--- src/rtl/ddr2_cmd_responder_if.sv ---
// DDR2 command bus as driven by the controller, plus the responder's
// per-bank status, error report and data-phase request outputs.
interface ddr2_cmd_responder_if;
   logic [3:0]  cmd;
   logic [2:0]  ba;
   logic [13:0] addr;
   logic [7:0]  bank_active;
   logic        cmd_err;
   logic [3:0]  err_code;
   logic [2:0]  err_bank;
   logic        rd_req_valid;
   logic [2:0]  rd_req_bank;
   logic [13:0] rd_req_row;
   logic [9:0]  rd_req_col;
   logic        wr_req_valid;
   logic [2:0]  wr_req_bank;
   logic [13:0] wr_req_row;
   logic [9:0]  wr_req_col;

   modport master (
      output cmd, ba, addr,
      input  bank_active, cmd_err, err_code, err_bank,
      input  rd_req_valid, rd_req_bank, rd_req_row, rd_req_col,
      input  wr_req_valid, wr_req_bank, wr_req_row, wr_req_col
   );

   modport slave (
      input  cmd, ba, addr,
      output bank_active, cmd_err, err_code, err_bank,
      output rd_req_valid, rd_req_bank, rd_req_row, rd_req_col,
      output wr_req_valid, wr_req_bank, wr_req_row, wr_req_col
   );
endinterface

--- src/rtl/ddr2_cmd_responder.sv ---
// DDR2 device-side command decoder and protocol checker: per-bank state and
// timing counters, error reporting, and CL/CWL-delayed data-phase requests.
module ddr2_cmd_responder #(
   parameter int unsigned T_RCD = 15,
   parameter int unsigned T_RP  = 15,
   parameter int unsigned T_RAS = 40,
   parameter int unsigned T_RRD = 10,
   parameter int unsigned T_WR  = 15,
   parameter int unsigned T_WTR = 7,
   parameter int unsigned T_CCD = 2,
   parameter int unsigned T_RFC = 51,
   parameter int unsigned CL    = 5
) (
   input  logic                clk,
   input  logic                rst,
   ddr2_cmd_responder_if.slave bus
);
   localparam int unsigned CWL = CL - 1;

   localparam logic [7:0] RCD_LD = 8'(T_RCD - 1);
   localparam logic [7:0] RP_LD  = 8'(T_RP - 1);
   localparam logic [7:0] RAS_LD = 8'(T_RAS - 1);
   localparam logic [7:0] RRD_LD = 8'(T_RRD - 1);
   localparam logic [7:0] WR_LD  = 8'(T_WR - 1);
   localparam logic [7:0] WTR_LD = 8'(T_WTR - 1);
   localparam logic [7:0] CCD_LD = 8'(T_CCD - 1);
   localparam logic [7:0] RFC_LD = 8'(T_RFC - 1);

   typedef enum logic [1:0] {
      B_IDLE,
      B_ACTIVATING,
      B_ACTIVE,
      B_PRECHARGING
   } bank_state_e;

   typedef enum logic [3:0] {
      CMD_MRS = 4'b0000,
      CMD_REF = 4'b0001,
      CMD_PRE = 4'b0010,
      CMD_ACT = 4'b0011,
      CMD_WR  = 4'b0100,
      CMD_RD  = 4'b0101,
      CMD_NOP = 4'b0111
   } cmd_e;

   typedef struct packed {
      logic        valid;
      logic [2:0]  bank;
      logic [13:0] row;
      logic [9:0]  col;
   } req_t;

   function automatic logic [7:0] dec8(input logic [7:0] v);
      return (v == 8'd0) ? 8'd0 : v - 8'd1;
   endfunction

   bank_state_e st_q  [8];
   bank_state_e st_d  [8];
   logic [7:0]  tmr_q [8];
   logic [7:0]  tmr_d [8];
   logic [7:0]  ras_q [8];
   logic [7:0]  ras_d [8];
   logic [7:0]  twr_q [8];
   logic [7:0]  twr_d [8];
   logic [13:0] row_q [8];
   logic [13:0] row_d [8];

   logic [7:0] rrd_q, rrd_d;
   logic [7:0] ccd_q, ccd_d;
   logic [7:0] wtr_q, wtr_d;
   logic [7:0] rfc_q, rfc_d;

   req_t rd_pipe_q [CL];
   req_t rd_pipe_d [CL];
   req_t wr_pipe_q [CWL];
   req_t wr_pipe_d [CWL];

   logic [7:0] bank_active_q, bank_active_d;
   logic       cmd_err_q, cmd_err_d;
   logic [3:0] err_code_q, err_code_d;
   logic [2:0] err_bank_q, err_bank_d;

   logic       is_cmd, is_act, is_rd, is_wr, is_pre, is_ref, is_mrs, pre_all;
   logic [7:0] bank_open;
   logic       ras_hit, wr_hit, busy_any;
   logic [2:0] ras_bank, wr_bank, busy_bank;
   logic       rej, accept;
   logic [3:0] rej_code;
   logic [2:0] rej_bank;

   // Command decode and per-bank summaries used by the checker.
   always_comb begin
      is_cmd  = !bus.cmd[3] && (bus.cmd != CMD_NOP);
      is_act  = (bus.cmd == CMD_ACT);
      is_rd   = (bus.cmd == CMD_RD);
      is_wr   = (bus.cmd == CMD_WR);
      is_pre  = (bus.cmd == CMD_PRE);
      is_ref  = (bus.cmd == CMD_REF);
      is_mrs  = (bus.cmd == CMD_MRS);
      pre_all = bus.addr[10];
      for (int unsigned i = 0; i < 8; i++) begin
         bank_open[i] = (st_q[i] == B_ACTIVATING) || (st_q[i] == B_ACTIVE);
      end
      ras_hit   = 1'b0;
      wr_hit    = 1'b0;
      busy_any  = 1'b0;
      ras_bank  = '0;
      wr_bank   = '0;
      busy_bank = '0;
      // Scan from bank 7 downwards so the lowest offending bank is kept.
      for (int unsigned i = 0; i < 8; i++) begin
         if (bank_open[7 - i] && (ras_q[7 - i] != 8'd0)) begin
            ras_hit  = 1'b1;
            ras_bank = 3'(7 - i);
         end
         if (bank_open[7 - i] && (twr_q[7 - i] != 8'd0)) begin
            wr_hit  = 1'b1;
            wr_bank = 3'(7 - i);
         end
         if (st_q[7 - i] != B_IDLE) begin
            busy_any  = 1'b1;
            busy_bank = 3'(7 - i);
         end
      end
   end

   // Rule check; the if/else order encodes lowest-code-wins priority.
   always_comb begin
      rej      = 1'b0;
      rej_code = '0;
      rej_bank = bus.ba;
      if (is_cmd && (rfc_q != 8'd0)) begin
         rej = 1'b1; rej_code = 4'd1;
      end else if (is_act) begin
         if (st_q[bus.ba] != B_IDLE) begin
            rej = 1'b1; rej_code = 4'd2;
         end else if (rrd_q != 8'd0) begin
            rej = 1'b1; rej_code = 4'd3;
         end
      end else if (is_rd || is_wr) begin
         if (st_q[bus.ba] != B_ACTIVE) begin
            rej = 1'b1; rej_code = 4'd4;
         end else if (ccd_q != 8'd0) begin
            rej = 1'b1; rej_code = 4'd5;
         end else if (is_rd && (wtr_q != 8'd0)) begin
            rej = 1'b1; rej_code = 4'd6;
         end
      end else if (is_pre) begin
         if (pre_all) begin
            if (ras_hit) begin
               rej = 1'b1; rej_code = 4'd7; rej_bank = ras_bank;
            end else if (wr_hit) begin
               rej = 1'b1; rej_code = 4'd8; rej_bank = wr_bank;
            end
         end else if (bank_open[bus.ba]) begin
            if (ras_q[bus.ba] != 8'd0) begin
               rej = 1'b1; rej_code = 4'd7;
            end else if (twr_q[bus.ba] != 8'd0) begin
               rej = 1'b1; rej_code = 4'd8;
            end
         end
      end else if (is_ref || is_mrs) begin
         if (busy_any) begin
            rej = 1'b1; rej_code = 4'd9; rej_bank = busy_bank;
         end
      end
      accept = is_cmd && !rej;
   end

   // Next state: counters decay, banks settle, then the accepted command applies.
   always_comb begin
      rrd_d = dec8(rrd_q);
      ccd_d = dec8(ccd_q);
      wtr_d = dec8(wtr_q);
      rfc_d = dec8(rfc_q);
      for (int unsigned i = 0; i < 8; i++) begin
         tmr_d[i] = dec8(tmr_q[i]);
         ras_d[i] = dec8(ras_q[i]);
         twr_d[i] = dec8(twr_q[i]);
         row_d[i] = row_q[i];
         st_d[i]  = st_q[i];
         if ((st_q[i] == B_ACTIVATING) && (tmr_d[i] == 8'd0)) st_d[i] = B_ACTIVE;
         if ((st_q[i] == B_PRECHARGING) && (tmr_d[i] == 8'd0)) st_d[i] = B_IDLE;
      end
      if (accept) begin
         if (is_act) begin
            st_d[bus.ba]  = (RCD_LD == 8'd0) ? B_ACTIVE : B_ACTIVATING;
            tmr_d[bus.ba] = RCD_LD;
            ras_d[bus.ba] = RAS_LD;
            row_d[bus.ba] = bus.addr;
            rrd_d         = RRD_LD;
         end
         if (is_pre) begin
            for (int unsigned i = 0; i < 8; i++) begin
               if (bank_open[i] && (pre_all || (bus.ba == 3'(i)))) begin
                  st_d[i]  = (RP_LD == 8'd0) ? B_IDLE : B_PRECHARGING;
                  tmr_d[i] = RP_LD;
               end
            end
         end
         if (is_rd || is_wr) ccd_d = CCD_LD;
         if (is_wr) begin
            wtr_d         = WTR_LD;
            twr_d[bus.ba] = WR_LD;
         end
         if (is_ref) rfc_d = RFC_LD;
      end

      rd_pipe_d[0] = '0;
      if (accept && is_rd) begin
         rd_pipe_d[0].valid = 1'b1;
         rd_pipe_d[0].bank  = bus.ba;
         rd_pipe_d[0].row   = row_q[bus.ba];
         rd_pipe_d[0].col   = bus.addr[9:0];
      end
      for (int unsigned i = 1; i < CL; i++) rd_pipe_d[i] = rd_pipe_q[i - 1];

      wr_pipe_d[0] = '0;
      if (accept && is_wr) begin
         wr_pipe_d[0].valid = 1'b1;
         wr_pipe_d[0].bank  = bus.ba;
         wr_pipe_d[0].row   = row_q[bus.ba];
         wr_pipe_d[0].col   = bus.addr[9:0];
      end
      for (int unsigned i = 1; i < CWL; i++) wr_pipe_d[i] = wr_pipe_q[i - 1];
   end

   // Registered status outputs.
   always_comb begin
      cmd_err_d  = rej;
      err_code_d = rej_code;
      err_bank_d = rej ? rej_bank : 3'd0;
      for (int unsigned i = 0; i < 8; i++) begin
         bank_active_d[i] = (st_d[i] == B_ACTIVE);
      end
   end

   always_ff @(posedge clk) begin
      if (rst) begin
         for (int unsigned i = 0; i < 8; i++) begin
            st_q[i]  <= B_IDLE;
            tmr_q[i] <= '0;
            ras_q[i] <= '0;
            twr_q[i] <= '0;
            row_q[i] <= '0;
         end
         for (int unsigned i = 0; i < CL; i++) rd_pipe_q[i] <= '0;
         for (int unsigned i = 0; i < CWL; i++) wr_pipe_q[i] <= '0;
         rrd_q         <= '0;
         ccd_q         <= '0;
         wtr_q         <= '0;
         rfc_q         <= '0;
         bank_active_q <= '0;
         cmd_err_q     <= 1'b0;
         err_code_q    <= '0;
         err_bank_q    <= '0;
      end else begin
         st_q          <= st_d;
         tmr_q         <= tmr_d;
         ras_q         <= ras_d;
         twr_q         <= twr_d;
         row_q         <= row_d;
         rd_pipe_q     <= rd_pipe_d;
         wr_pipe_q     <= wr_pipe_d;
         rrd_q         <= rrd_d;
         ccd_q         <= ccd_d;
         wtr_q         <= wtr_d;
         rfc_q         <= rfc_d;
         bank_active_q <= bank_active_d;
         cmd_err_q     <= cmd_err_d;
         err_code_q    <= err_code_d;
         err_bank_q    <= err_bank_d;
      end
   end

   assign bus.bank_active  = bank_active_q;
   assign bus.cmd_err      = cmd_err_q;
   assign bus.err_code     = err_code_q;
   assign bus.err_bank     = err_bank_q;
   assign bus.rd_req_valid = rd_pipe_q[CL - 1].valid;
   assign bus.rd_req_bank  = rd_pipe_q[CL - 1].bank;
   assign bus.rd_req_row   = rd_pipe_q[CL - 1].row;
   assign bus.rd_req_col   = rd_pipe_q[CL - 1].col;
   assign bus.wr_req_valid = wr_pipe_q[CWL - 1].valid;
   assign bus.wr_req_bank  = wr_pipe_q[CWL - 1].bank;
   assign bus.wr_req_row   = wr_pipe_q[CWL - 1].row;
   assign bus.wr_req_col   = wr_pipe_q[CWL - 1].col;
endmodule
--- src/flat_wrapper.sv ---
// flat-port wrapper written by rule: the top's interface ports become plain ports
module ddr2_cmd_responder_flat 
#(
   parameter int unsigned T_RCD = 15,
   parameter int unsigned T_RP  = 15,
   parameter int unsigned T_RAS = 40,
   parameter int unsigned T_RRD = 10,
   parameter int unsigned T_WR  = 15,
   parameter int unsigned T_WTR = 7,
   parameter int unsigned T_CCD = 2,
   parameter int unsigned T_RFC = 51,
   parameter int unsigned CL    = 5
)
  (clk, rst, bus_cmd, bus_ba, bus_addr, bus_bank_active, bus_cmd_err, bus_err_code, bus_err_bank, bus_rd_req_valid, bus_rd_req_bank, bus_rd_req_row, bus_rd_req_col, bus_wr_req_valid, bus_wr_req_bank, bus_wr_req_row, bus_wr_req_col);
  ddr2_cmd_responder_if bus_i ();
  input  logic clk;
  input  logic rst;
  input wire logic [$bits(bus_i.cmd)-1:0] bus_cmd;
  input wire logic [$bits(bus_i.ba)-1:0] bus_ba;
  input wire logic [$bits(bus_i.addr)-1:0] bus_addr;
  output wire logic [$bits(bus_i.bank_active)-1:0] bus_bank_active;
  output wire logic [$bits(bus_i.cmd_err)-1:0] bus_cmd_err;
  output wire logic [$bits(bus_i.err_code)-1:0] bus_err_code;
  output wire logic [$bits(bus_i.err_bank)-1:0] bus_err_bank;
  output wire logic [$bits(bus_i.rd_req_valid)-1:0] bus_rd_req_valid;
  output wire logic [$bits(bus_i.rd_req_bank)-1:0] bus_rd_req_bank;
  output wire logic [$bits(bus_i.rd_req_row)-1:0] bus_rd_req_row;
  output wire logic [$bits(bus_i.rd_req_col)-1:0] bus_rd_req_col;
  output wire logic [$bits(bus_i.wr_req_valid)-1:0] bus_wr_req_valid;
  output wire logic [$bits(bus_i.wr_req_bank)-1:0] bus_wr_req_bank;
  output wire logic [$bits(bus_i.wr_req_row)-1:0] bus_wr_req_row;
  output wire logic [$bits(bus_i.wr_req_col)-1:0] bus_wr_req_col;
  assign bus_i.cmd = bus_cmd;
  assign bus_i.ba = bus_ba;
  assign bus_i.addr = bus_addr;
  assign bus_bank_active = bus_i.bank_active;
  assign bus_cmd_err = bus_i.cmd_err;
  assign bus_err_code = bus_i.err_code;
  assign bus_err_bank = bus_i.err_bank;
  assign bus_rd_req_valid = bus_i.rd_req_valid;
  assign bus_rd_req_bank = bus_i.rd_req_bank;
  assign bus_rd_req_row = bus_i.rd_req_row;
  assign bus_rd_req_col = bus_i.rd_req_col;
  assign bus_wr_req_valid = bus_i.wr_req_valid;
  assign bus_wr_req_bank = bus_i.wr_req_bank;
  assign bus_wr_req_row = bus_i.wr_req_row;
  assign bus_wr_req_col = bus_i.wr_req_col;
  ddr2_cmd_responder #(.T_RCD(T_RCD), .T_RP(T_RP), .T_RAS(T_RAS), .T_RRD(T_RRD), .T_WR(T_WR), .T_WTR(T_WTR), .T_CCD(T_CCD), .T_RFC(T_RFC), .CL(CL)) u_core (.clk(clk), .rst(rst), .bus(bus_i));
endmodule
--- config.mk ---
export PLATFORM = sky130hd
export DESIGN_NAME = ddr2_cmd_responder_flat
export DESIGN_NICKNAME = d
export VERILOG_FILES = /design/src/rtl/ddr2_cmd_responder_if.sv /design/src/rtl/ddr2_cmd_responder.sv /design/src/flat_wrapper.sv
export SDC_FILE = /design/constraint.sdc
export NUM_CORES = 1
export LEC_CHECK = 0
export CAP_MARGIN = 20
export CORE_UTILIZATION = 50
export DETAILED_ROUTE_END_ITERATION = 8
export PLACE_DENSITY = 0.68
export SLEW_MARGIN = 20
export SYNTH_ARGS = -nofsm -noshare
export SYNTH_HDL_FRONTEND = slang
export SYNTH_SLANG_ARGS = --single-unit
--- constraint.sdc ---
create_clock -name clk -period 8.8 [get_ports clk]
set_input_delay 2.2 -clock clk [delete_from_list [all_inputs] [get_ports clk]]
set_output_delay 2.2 -clock clk [all_outputs]
set_load 0.1 [all_outputs]
**The metal 1 layer**

Supply wires on this layer in grey.
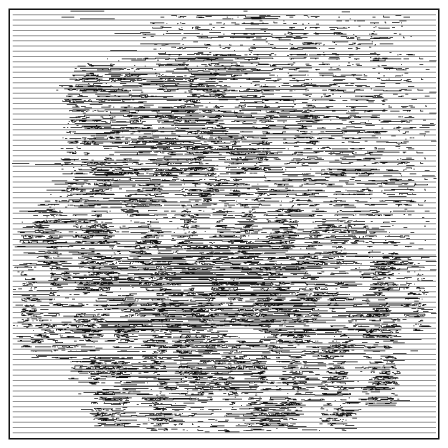
main direction: horizontal
wire length on this layer: 26.1 mm
longest straight run: 110 um

**Signal wires on met2**

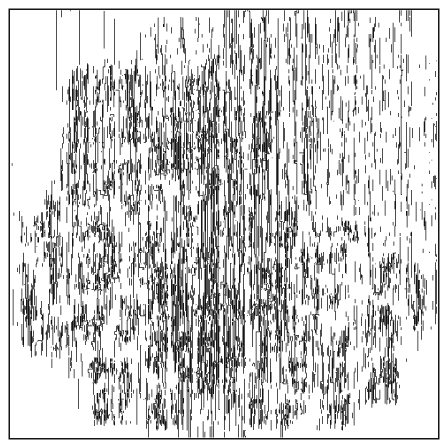
main direction: vertical
share of all routed wire: 46%
wire length on this layer: 26.3 mm
longest straight run: 77.9 um
nets with wire on the layer: 2,261

**M3 wires**

The bar under the picture is 50 um long. Cells faint in the background.
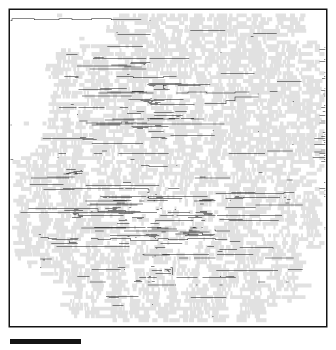
wire length on this layer: 3,980 um
share of all routed wire: 6.9%
main direction: horizontal
longest straight run: 95.9 um
nets with wire on the layer: 199

**Metal 4**

Supply wires on this layer in grey. Cells faint in the background.
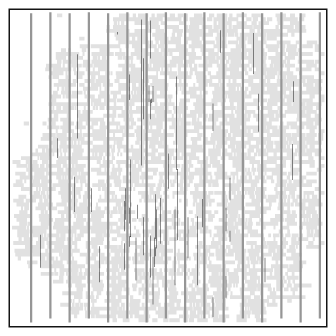
nets with wire on the layer: 29
wire length on this layer: 1,280 um
share of all routed wire: 2.2%
longest straight run: 103 um
main direction: vertical

**Clock wiring as the flow saved it**

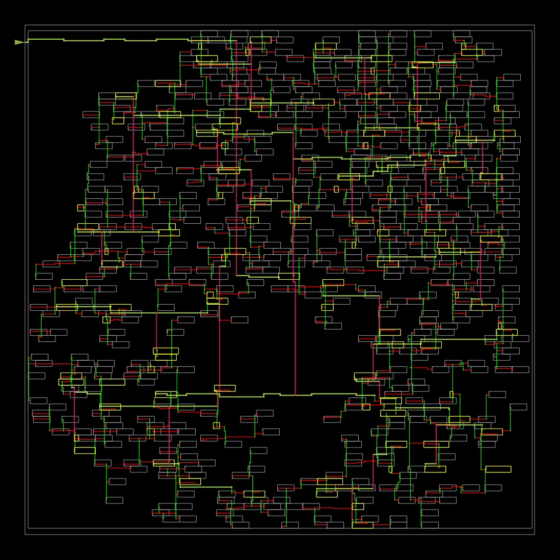
flop count: 620
Clock Sinks: 620
clock buffers: 81
Late-Pin Clk Latency: 660 ps

==> impl_metrics.yaml <==
# implementation run metrics
grt:
  grt_start_max_net_pins: 211
  gr-max-usage-layer: "met2"
  grt_pass1_wl_um: 92910
  overflow: 0
  use_met3_pct: 4.113
  grtUsageMet1_pct: 31.83
  globalRouteMet2Util_pct: 37.17
  grt_pass1_vias: 17900
  antenna_found_initial: 1
  grt_use_total_pct: 23.15
placed_design:
  pre_cts_slack_ps: 2070
  dp_hpwl_um: 39040
  placed_cells_incl_taps: 3264
  port_buffers: 94
  dpl_cell_area_sq_um: 25720
  globalplace.congestion: 0.9536
detailed_routing:
  drt_iter0_drc: 1549
  met2_length_um: 26260
  dr_wl_met3_um: 3979
  viasPerCell: 5.510
  drt_first_pass_iters: 8
  num_vias: 18600
  drt-total-wl_um: 57630
  top_layer_used: "met4"
  drt-met1-wl_um: 26120
  drc: 0
  post_drt_wl_per_cell_um: 17.07
  postRouteAntennaNets: 0
die:
  die_w_um: 222.8
  row_count: 80
  fp_util_pct: 50.84
  die-area_sq_um: 49640
  core_area_sq_um: 47950
  die_height_um: 222.8
  ios: 95
worst_hold_path:
  hold_path_startpoint: "u_core.wr_pipe_d[81]"
  holdPathStages: 1
  min_to: "u_core.wr_pipe_d[53]"
  hp-class: "reg -> reg"
layout:
  fillers: 4064
  stdcell_count: 3376
  final_layout_top_logic_cell: "dfxtp_1"
  drive_gt1_share_pct: 7.208
  area_growth_pct: 14.33
  register_area_sq_um: 12410
  lay_top_cells: "620 x dfxtp_1, 345 x nand2_1, 259 x nor2_1"
  antennaDiodeCount: 0
  combGateArea_sq_um: 11060
  finish.utilization_pct: 58.12
  final_cell_area_sq_um: 27870
  nets: 2791
critical_path:
  worstRegToRegCells: 12
  reg2reg_setup_slack_ps: 4380
  crit_fanout: 25
  worstPathRequired_ps: 9390
  critPathArrivalTime_ps: 6730
  r2r-start: "u_core.twr_q[16]"
  cp-start-kind: "primary input"
  end_kind: "flip-flop"
  critical_path_class: "in -> reg"
  r2r_end: "u_core.rd_pipe_d[93]"
synthesis:
  netlist_area_sq_um: 24370
  synth_cell_types: 82
  async_reset_ff_share_pct: 0
  yosysTopAreaCell: "dfxtp_1"
  ys_cells: 2661
  top_cell: "dfxtp_1"
  topCellsByArea: "dfxtp_1 51%, nand2_1 5.3%, nor2b_1 5.3%"
  synth_seq_share_pct: 50.92
  fp_nets: 2740
  synth_warnings: 0
  ys_area_sq_um: 24370
  ys.flops: 620
  ff_type: "dfxtp_1"
  synth_cells: 2661
  edf_count: 0
  synth.top_cell.area_share_pct: 50.92
  netlist_top_cells_count: "620 x dfxtp_1, 345 x nand2_1, 259 x nor2_1, 205 x nor2b_1, 191 x a21oi_1"
  syn_avg_cell_area_sq_um: 9.160
timing:
  grt_setup_unrepaired: "no"
  final-max-slew-violation-count: 0
  period_minus_slack_ps: 6132
  final_hold_viol_count: 0
  max_freq_ghz: 0.1631
  postLayoutSetupSlackWorst_ps: 2668
  worst_pin_slew_ps: 1210
  final.setup.tns_ps: 0
  finalSetupViolations: 0
  holdWs_ps: 423.4
  slew_headroom_pct: 19.34
  skew_ps: 44.91
  fin_crit_sh_pct: 69.68
pwr:
  power.total_mw: 8.828
  p_leak_nw: 10.50
  p_per_area_nw_per_um2: 316.8
  peakVddDrop_uv: 220.0
cts:
  postCtsSetupBuffers: 0
  cts_tree: "yes"
  cts_resized: 0
  cts_buffers: 61
  ctsHtreeMaxLevel: 2
  hold_buffers: 0
  clk_pin_slew_worst_paths_ps: 60
  root_buffer: "clkbuf_16"
status:
  status: "completed"
flow_run:
  maxCapViolations: 0
  warning_count: 48
==> report_power, final <==
part | switching [mW] | internal, mW | total [mW]
Sequential | 0.392 | 3.22 | 3.61
Combinational | 1.43 | 1.07 | 2.51
Clock | 1.12 | 1.60 | 2.71
Total | 2.94 | 5.89 | 8.83
==> final cells by class <==
class / count / area share (%)
clock inverters: 31 / 1.639
repair buffers: 114 / 3.942
inverters: 100 / 1.347
clock buffers: 81 / 6.070
multi-input cells: 1815 / 39.70
well taps: 615 / 2.761
flip-flops and latches: 620 / 44.54
==> worst max-delay path: stages <==
cell	delay [ps]
clkdlybuf4s50_1	980
mux2_2	410
o22ai_1	130
a221oi_1	170
o41ai_1	650
o211ai_1	170
buf_4	250
nand4b_4	530
or3_1	800
inv_2	250
and2_1	150
==> kinds of logic after synthesis <==
logic type | share of synthesized area, %
xor+xnor | 4.779
fa+ha+maj | 2.875
mux | 3.670
buf+inv | 3.701
flops | 50.92
compound gates | 10.66
simple gates | 23.40
==> how the worst max path moves through the flow <==
| stage | cells after the start | endpoint | from | slack [ps] |
|---|---|---|---|---|
| floorplan | 12 | u_core.st_q[13] | bus_ba[1] | 3980 |
| global placement | 11 | u_core.rd_pipe_d[109] | bus_ba[2] | 2260 |
| detailed placement | 11 | u_core.rd_pipe_d[93] | bus_ba[2] | 2070 |
| CTS | 11 | u_core.rd_pipe_d[86] | bus_ba[2] | 2770 |
| global route | 11 | u_core.rd_pipe_d[84] | bus_ba[2] | 2420 |
| finish | 11 | u_core.rd_pipe_d[93] | bus_ba[2] | 2670 |
Power is estimated from default activity; no workload was simulated.
